[src/rtl/pwm_capture.sv]
// PWM high-time / period meter. Counts enable ticks between rising edges of a
// synchronised pin and publishes one result per period, or a stuck result on timeout.
module pwm_capture #(
  parameter int CNT_BITWIDTH = 9
) (
  input  logic                    clk_i,
  input  logic                    rstn_i,
  input  logic                    clk_en_i,
  input  logic                    pwm_pin_i,
  output logic [CNT_BITWIDTH-1:0] high_o,
  output logic [CNT_BITWIDTH-1:0] period_o,
  output logic                    valid_o,
  output logic                    stuck_o
);

  localparam logic [CNT_BITWIDTH-1:0] CNT_MAX = '1;
  localparam logic [CNT_BITWIDTH-1:0] CNT_ONE = CNT_BITWIDTH'(1);

  typedef enum logic {IDLE, MEASURE} state_e;

  state_e                  state_q, state_d;
  logic [1:0]              sync_q, sync_d;
  logic                    samp_q, samp_d;
  logic [CNT_BITWIDTH-1:0] hcnt_q, hcnt_d;
  logic [CNT_BITWIDTH-1:0] pcnt_q, pcnt_d;
  logic [CNT_BITWIDTH-1:0] high_q, high_d;
  logic [CNT_BITWIDTH-1:0] period_q, period_d;
  logic                    stuck_q, stuck_d;
  logic                    valid_q, valid_d;

  logic sync_pin, rise, timeout;

  assign sync_pin = sync_q[1];
  assign rise     = clk_en_i & sync_pin & ~samp_q;
  // An edge on the same tick as a full counter wins over the timeout.
  assign timeout  = clk_en_i & ~rise & (pcnt_q == CNT_MAX);

  always_ff @(posedge clk_i or negedge rstn_i) begin
    if (!rstn_i) begin
      state_q  <= IDLE;
      sync_q   <= '0;
      samp_q   <= 1'b0;
      hcnt_q   <= '0;
      pcnt_q   <= '0;
      high_q   <= '0;
      period_q <= '0;
      stuck_q  <= 1'b0;
      valid_q  <= 1'b0;
    end else begin
      state_q  <= state_d;
      sync_q   <= sync_d;
      samp_q   <= samp_d;
      hcnt_q   <= hcnt_d;
      pcnt_q   <= pcnt_d;
      high_q   <= high_d;
      period_q <= period_d;
      stuck_q  <= stuck_d;
      valid_q  <= valid_d;
    end
  end

  always_comb begin
    state_d = state_q;
    if (rise)         state_d = MEASURE;
    else if (timeout) state_d = IDLE;
  end

  always_comb begin
    sync_d   = {sync_q[0], pwm_pin_i};
    samp_d   = samp_q;
    hcnt_d   = hcnt_q;
    pcnt_d   = pcnt_q;
    high_d   = high_q;
    period_d = period_q;
    stuck_d  = stuck_q;
    valid_d  = 1'b0;
    if (clk_en_i) begin
      samp_d = sync_pin;
      if (rise) begin
        // The first edge after idle only opens a period; nothing to publish yet.
        if (state_q == MEASURE) begin
          high_d   = hcnt_q;
          period_d = pcnt_q;
          stuck_d  = 1'b0;
          valid_d  = 1'b1;
        end
        hcnt_d = CNT_ONE;
        pcnt_d = CNT_ONE;
      end else if (timeout) begin
        high_d   = sync_pin ? CNT_MAX : '0;
        period_d = CNT_MAX;
        stuck_d  = 1'b1;
        valid_d  = 1'b1;
        hcnt_d   = '0;
        pcnt_d   = '0;
      end else begin
        pcnt_d = pcnt_q + CNT_ONE;
        if (state_q == MEASURE && sync_pin) hcnt_d = hcnt_q + CNT_ONE;
      end
    end
  end

  assign high_o   = high_q;
  assign period_o = period_q;
  assign stuck_o  = stuck_q;
  assign valid_o  = valid_q;

endmodule
[config.mk]
export PLATFORM = sky130hd
export DESIGN_NAME = pwm_capture
export DESIGN_NICKNAME = d
export VERILOG_FILES = /design/src/rtl/pwm_capture.sv
export SDC_FILE = /design/constraint.sdc
export NUM_CORES = 1
export LEC_CHECK = 0
export CAP_MARGIN = 25
export CORE_MARGIN = 4
export CORE_UTILIZATION = 45
export CTS_CLUSTER_SIZE = 8
export DETAILED_ROUTE_END_ITERATION = 12
export GPL_TIMING_DRIVEN = 0
export PLACE_DENSITY = 0.66
export SLEW_MARGIN = 20
export SYNTH_ARGS = -nofsm -noshare
export SYNTH_HDL_FRONTEND = slang
export SYNTH_SLANG_ARGS = --single-unit
[constraint.sdc]
create_clock -name clk_i -period 1.72 [get_ports clk_i]
set_input_delay 0.172 -clock clk_i [delete_from_list [all_inputs] [get_ports clk_i]]
set_output_delay 0.172 -clock clk_i [all_outputs]
set_load 0.05 [all_outputs]
Figure 1. Placement by cell class (run 1).
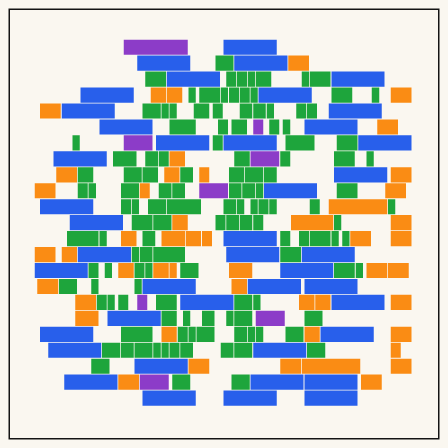
registers -> blue  # cells 42
remaining buffers and delay cells -> orange  # cells 49
clock drivers and dummy loads -> purple  # cells 8
remaining logic cells -> green  # cells 131

Figure 2. Metal 3 (run 1).
The bar under the picture is 20 um long.
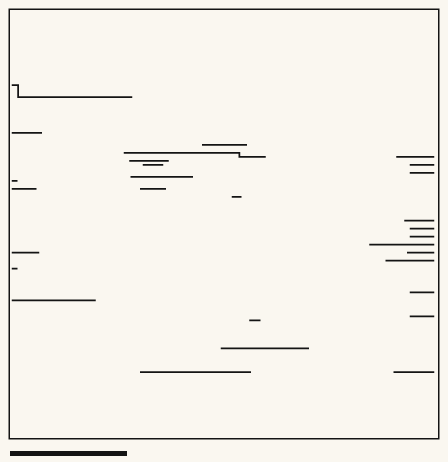
longest straight run = 19.5 um
wire length on this layer = 208 um
main direction = horizontal

Figure 3. Placement density heat map (run 1).
The die is cut into 7 by 7 equal tiles; white is low, dark blue is high, 0 to 100% covered.
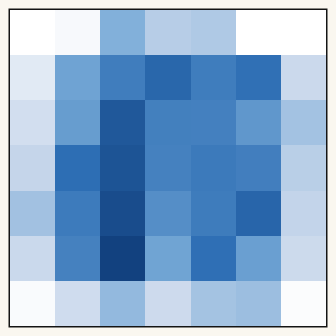
densest ninth of the die = center
nearly empty tiles = 8.2%
emptiest ninth of the die = north-west
utilization of the core after routing: 0.634
floorplan core area: 4030 sq um
effective utilization at floorplan: 0.472

==> out/results.ini, run 1 <==
[global_routing]
grt_antenna_before_repair=0
grt_overflow=0
grt_usage=0.173

[synth]
avgSynthCellArea_sq_um=10.5
netlist_top_cells_count=42 x sky130_fd_sc_hd__dfrtp_1, 16 x sky130_fd_sc_hd__nor2_1, 15 x sky130_fd_sc_hd__inv_1
synthesis.area_sq_um=1900
synth.mux.area_fraction=0.0698
compound_area_frac=0.155
cell_count_listed_in_synth_stat_txt=181
synth_top_area_share=0.553
ys_top_logic_family=AND-OR/OR-AND gates

[final_timing]
period_minus_slack_ns=1.86
post-route-period-util=1.08
unrepaired_setup_endpoints_after_global_routing=yes
timing_max_transition_violations_final=0
report.final.setup_viol=27
worst_slack_ns=-0.143
worst_pin_slew_ns=0.532

[cells_and_area]
num-nets-final=236
final-clk-cell-share=0.0426
sh_comb_area=0.313
antenna_cells_inserted=0
nonClkBufAreaFrac=0.186
nNonClkInverters=15
multiInputGateArea_sq_um=798

[routing]
detailed_route_via_count=1533
dr.pass1.iters=4
antenna_violating_nets_post_route=0
detail_route.drc_violations=0

[worst_setup_path]
cp_max_fo=5
critical_path.startpoint_type=flop
reg2reg_from=pcnt_q[1]
crit-reg2reg-capture=hcnt_q[5]
worst_setup_path_endpoint=hcnt_q[5]

[placed_design]
hpwl_detailed_um=2780
placement.setup.worst_slack_ns=-0.345

[floorplan]
die_area_sq_um=5330
die-height_um=73.0

[cts]
postCtsSetupBuffers=15
clk_path_buf_depth=2
cts_made_buffers=5

[min_path]
min_to=sync_q[0]
hold_path_class=primary input to flop

[pwr]
powerClk_w=0.000760
top_power_group=registers
swShare=0.374

[run_status]
violations_in_the_final_reports=negative setup slack
status=finished, violations left

run 1: critical path: stages (launching register included):
cell                      delay (ns)
sky130_fd_sc_hd__dfrtp_1        0.37
sky130_fd_sc_hd__ha_2           0.19
sky130_fd_sc_hd__nand2_2        0.05
sky130_fd_sc_hd__nor3_2         0.18
sky130_fd_sc_hd__ha_2           0.25
sky130_fd_sc_hd__buf_4          0.13
sky130_fd_sc_hd__o21ai_2        0.07
sky130_fd_sc_hd__a21oi_4        0.24
sky130_fd_sc_hd__o21ai_1        0.11
sky130_fd_sc_hd__a21o_1         0.16
run 1: cell families after synthesis:
group                    after synthesis
adder cells (fa/ha/maj)                3
flip-flops                            42
AND-OR/OR-AND                         46
multiplexers                          13
XOR/XNOR                               5
AND/OR/NAND/NOR                       49
buffers and inverters                 23
==> run 2: changes to the inputs <==
CTS_BUF_LIST = sky130_fd_sc_hd__clkbuf_8   (was default)
==> run 2 against run 1 <==
Net effect:
- the run still ends with negative setup slack left
- synthesized cell count is the same
- sequential power about the same
- register-to-register slack about the same
- die size did not move
- non-clock buffer count did not move
- power did not move
- sequential share of layout area did not move
- largest power group unchanged
- highest routed layer unchanged
==> out/results.ini, run 2 <==
[floorplan]
design.core.area_sq_um=4030  ; unchanged
initCoreUtil=0.472  ; unchanged
tapcell.inserted=50
die-height_um=73.0  ; unchanged
die-width_um=73.0
die_area_sq_um=5330  ; unchanged

[cells_and_area]
sh_comb_area=0.313  ; unchanged
final_core_utilization=0.634  ; unchanged
final_layout_top_logic_cell=sky130_fd_sc_hd__dfrtp_1
num-nets-final=236  ; unchanged
nNonClkInverters=15  ; unchanged
final-clk-cell-share=0.0426  ; unchanged
multiInputGateArea_sq_um=798  ; unchanged
nonClkBufAreaFrac=0.186  ; unchanged
antenna_cells_inserted=0  ; unchanged

[worst_setup_path]
cp_max_fo=5  ; unchanged
crit_path_frequent_cell=sky130_fd_sc_hd__ha_2
critPathBufInv=1  ; unchanged
cpLargestDelayFamily=AND-OR/OR-AND gates
standard_cell_with_the_maximum_stage_delay_on_the_critical_path=sky130_fd_sc_hd__dfrtp_1
worstPathCellList=ha_2 -> nand2_2 -> nor3_2 -> ha_2 -> buf_4 -> o21ai_2 -> a21oi_4 -> o21ai_1 -> a21o_1
critical_path.startpoint_type=flop
critical_path_cell_count=9  ; unchanged
critical_path.max_stage_delay_ns=0.37  ; about the same

[synth]
avgSynthCellArea_sq_um=10.5  ; unchanged
yosys.area_share.xor_xnor=0.0230
netlist_top_cells_count=42 x sky130_fd_sc_hd__dfrtp_1, 16 x sky130_fd_sc_hd__nor2_1, 15 x sky130_fd_sc_hd__inv_1
synth_top_area_share=0.553  ; unchanged
leading_area_contributor_after_synthesis=sky130_fd_sc_hd__dfrtp_1
cell_count_listed_in_synth_stat_txt=181  ; unchanged
synthesis.area_sq_um=1900  ; unchanged
compound_area_frac=0.155  ; unchanged
ys_top_logic_family=AND-OR/OR-AND gates
enable_flop_cells=0
synth.mux.area_fraction=0.0698  ; unchanged

[run_status]
violations_in_the_final_reports=negative setup slack
status=finished, violations left

[final_timing]
report.final.setup_viol=27  ; unchanged
timing_max_transition_violations_final=0  ; unchanged
unrepaired_setup_endpoints_after_global_routing=yes
post-route-period-util=1.08  ; unchanged
worst_pin_slew_ns=0.532  ; unchanged
worst_hold_slack_across_all_endpoints_ns=0.311
worst_slack_ns=-0.143  ; unchanged

[placed_design]
placement.setup.worst_slack_ns=-0.345  ; unchanged
hpwl_detailed_um=2780  ; unchanged

[cts]
cts_made_buffers=5  ; unchanged
clk_path_buf_depth=2  ; unchanged

[routing]
met2_length_um=2090
drt_iter0_markers=119
dr.pass1.iters=4  ; unchanged
detailed_route_via_count=1533  ; unchanged

[pwr]
fin_total_pwr_w=0.00336
swShare=0.374  ; unchanged
powerClk_w=0.000760  ; about the same
top_power_group=registers

[global_routing]
grt_antenna_before_repair=0  ; unchanged
grt_overflow=0  ; unchanged
grt_usage=0.173  ; unchanged

run 2: what timing repair did:
action,CTS,global route
endpoints found under the hold margin,21,0
resized,12,10
hold buffers,1,0
cloned,1,0
pin swaps,7,6
buffers inserted,15,2
endpoints found under the setup margin,28,33
run 2: path summary, 6_finish.rpt:
path                                 from     endpoint  slack, ns
worst max-delay path            pcnt_q[1]    hcnt_q[5]      -0.14
worst min-delay path            pwm_pin_i    sync_q[0]       0.31
worst max register to register  pcnt_q[1]    hcnt_q[5]      -0.14
worst min register to register  sync_q[0]    sync_q[1]       0.36
max in group asynchronous          rstn_i       samp_q       0.85
min in group asynchronous          rstn_i  period_o[4]       0.39
Figure 4. Placement density heat map (run 2).
The die is cut into 7 by 7 equal tiles; white is low, dark blue is high, 0 to 100% covered.
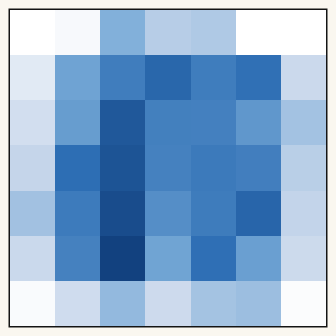
emptiest ninth of the die = north-west
fullest tile = 93%
mean over tiles = 47%
tiles over 75% full = 12%

Figure 5. Placement by cell class (run 2).
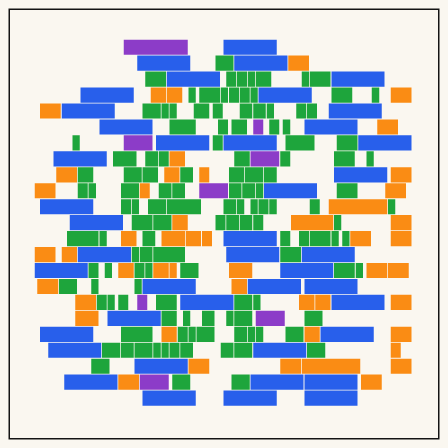
remaining logic cells -> green  # cells 131
remaining buffers and delay cells -> orange  # cells 49
clock drivers and dummy loads -> purple  # cells 8
registers -> blue  # cells 42
final non-filler cell area: 2550 sq um
standard-cell row count: 23
sequential share of cell area: 0.412

Power and IR drop assume default switching activity.
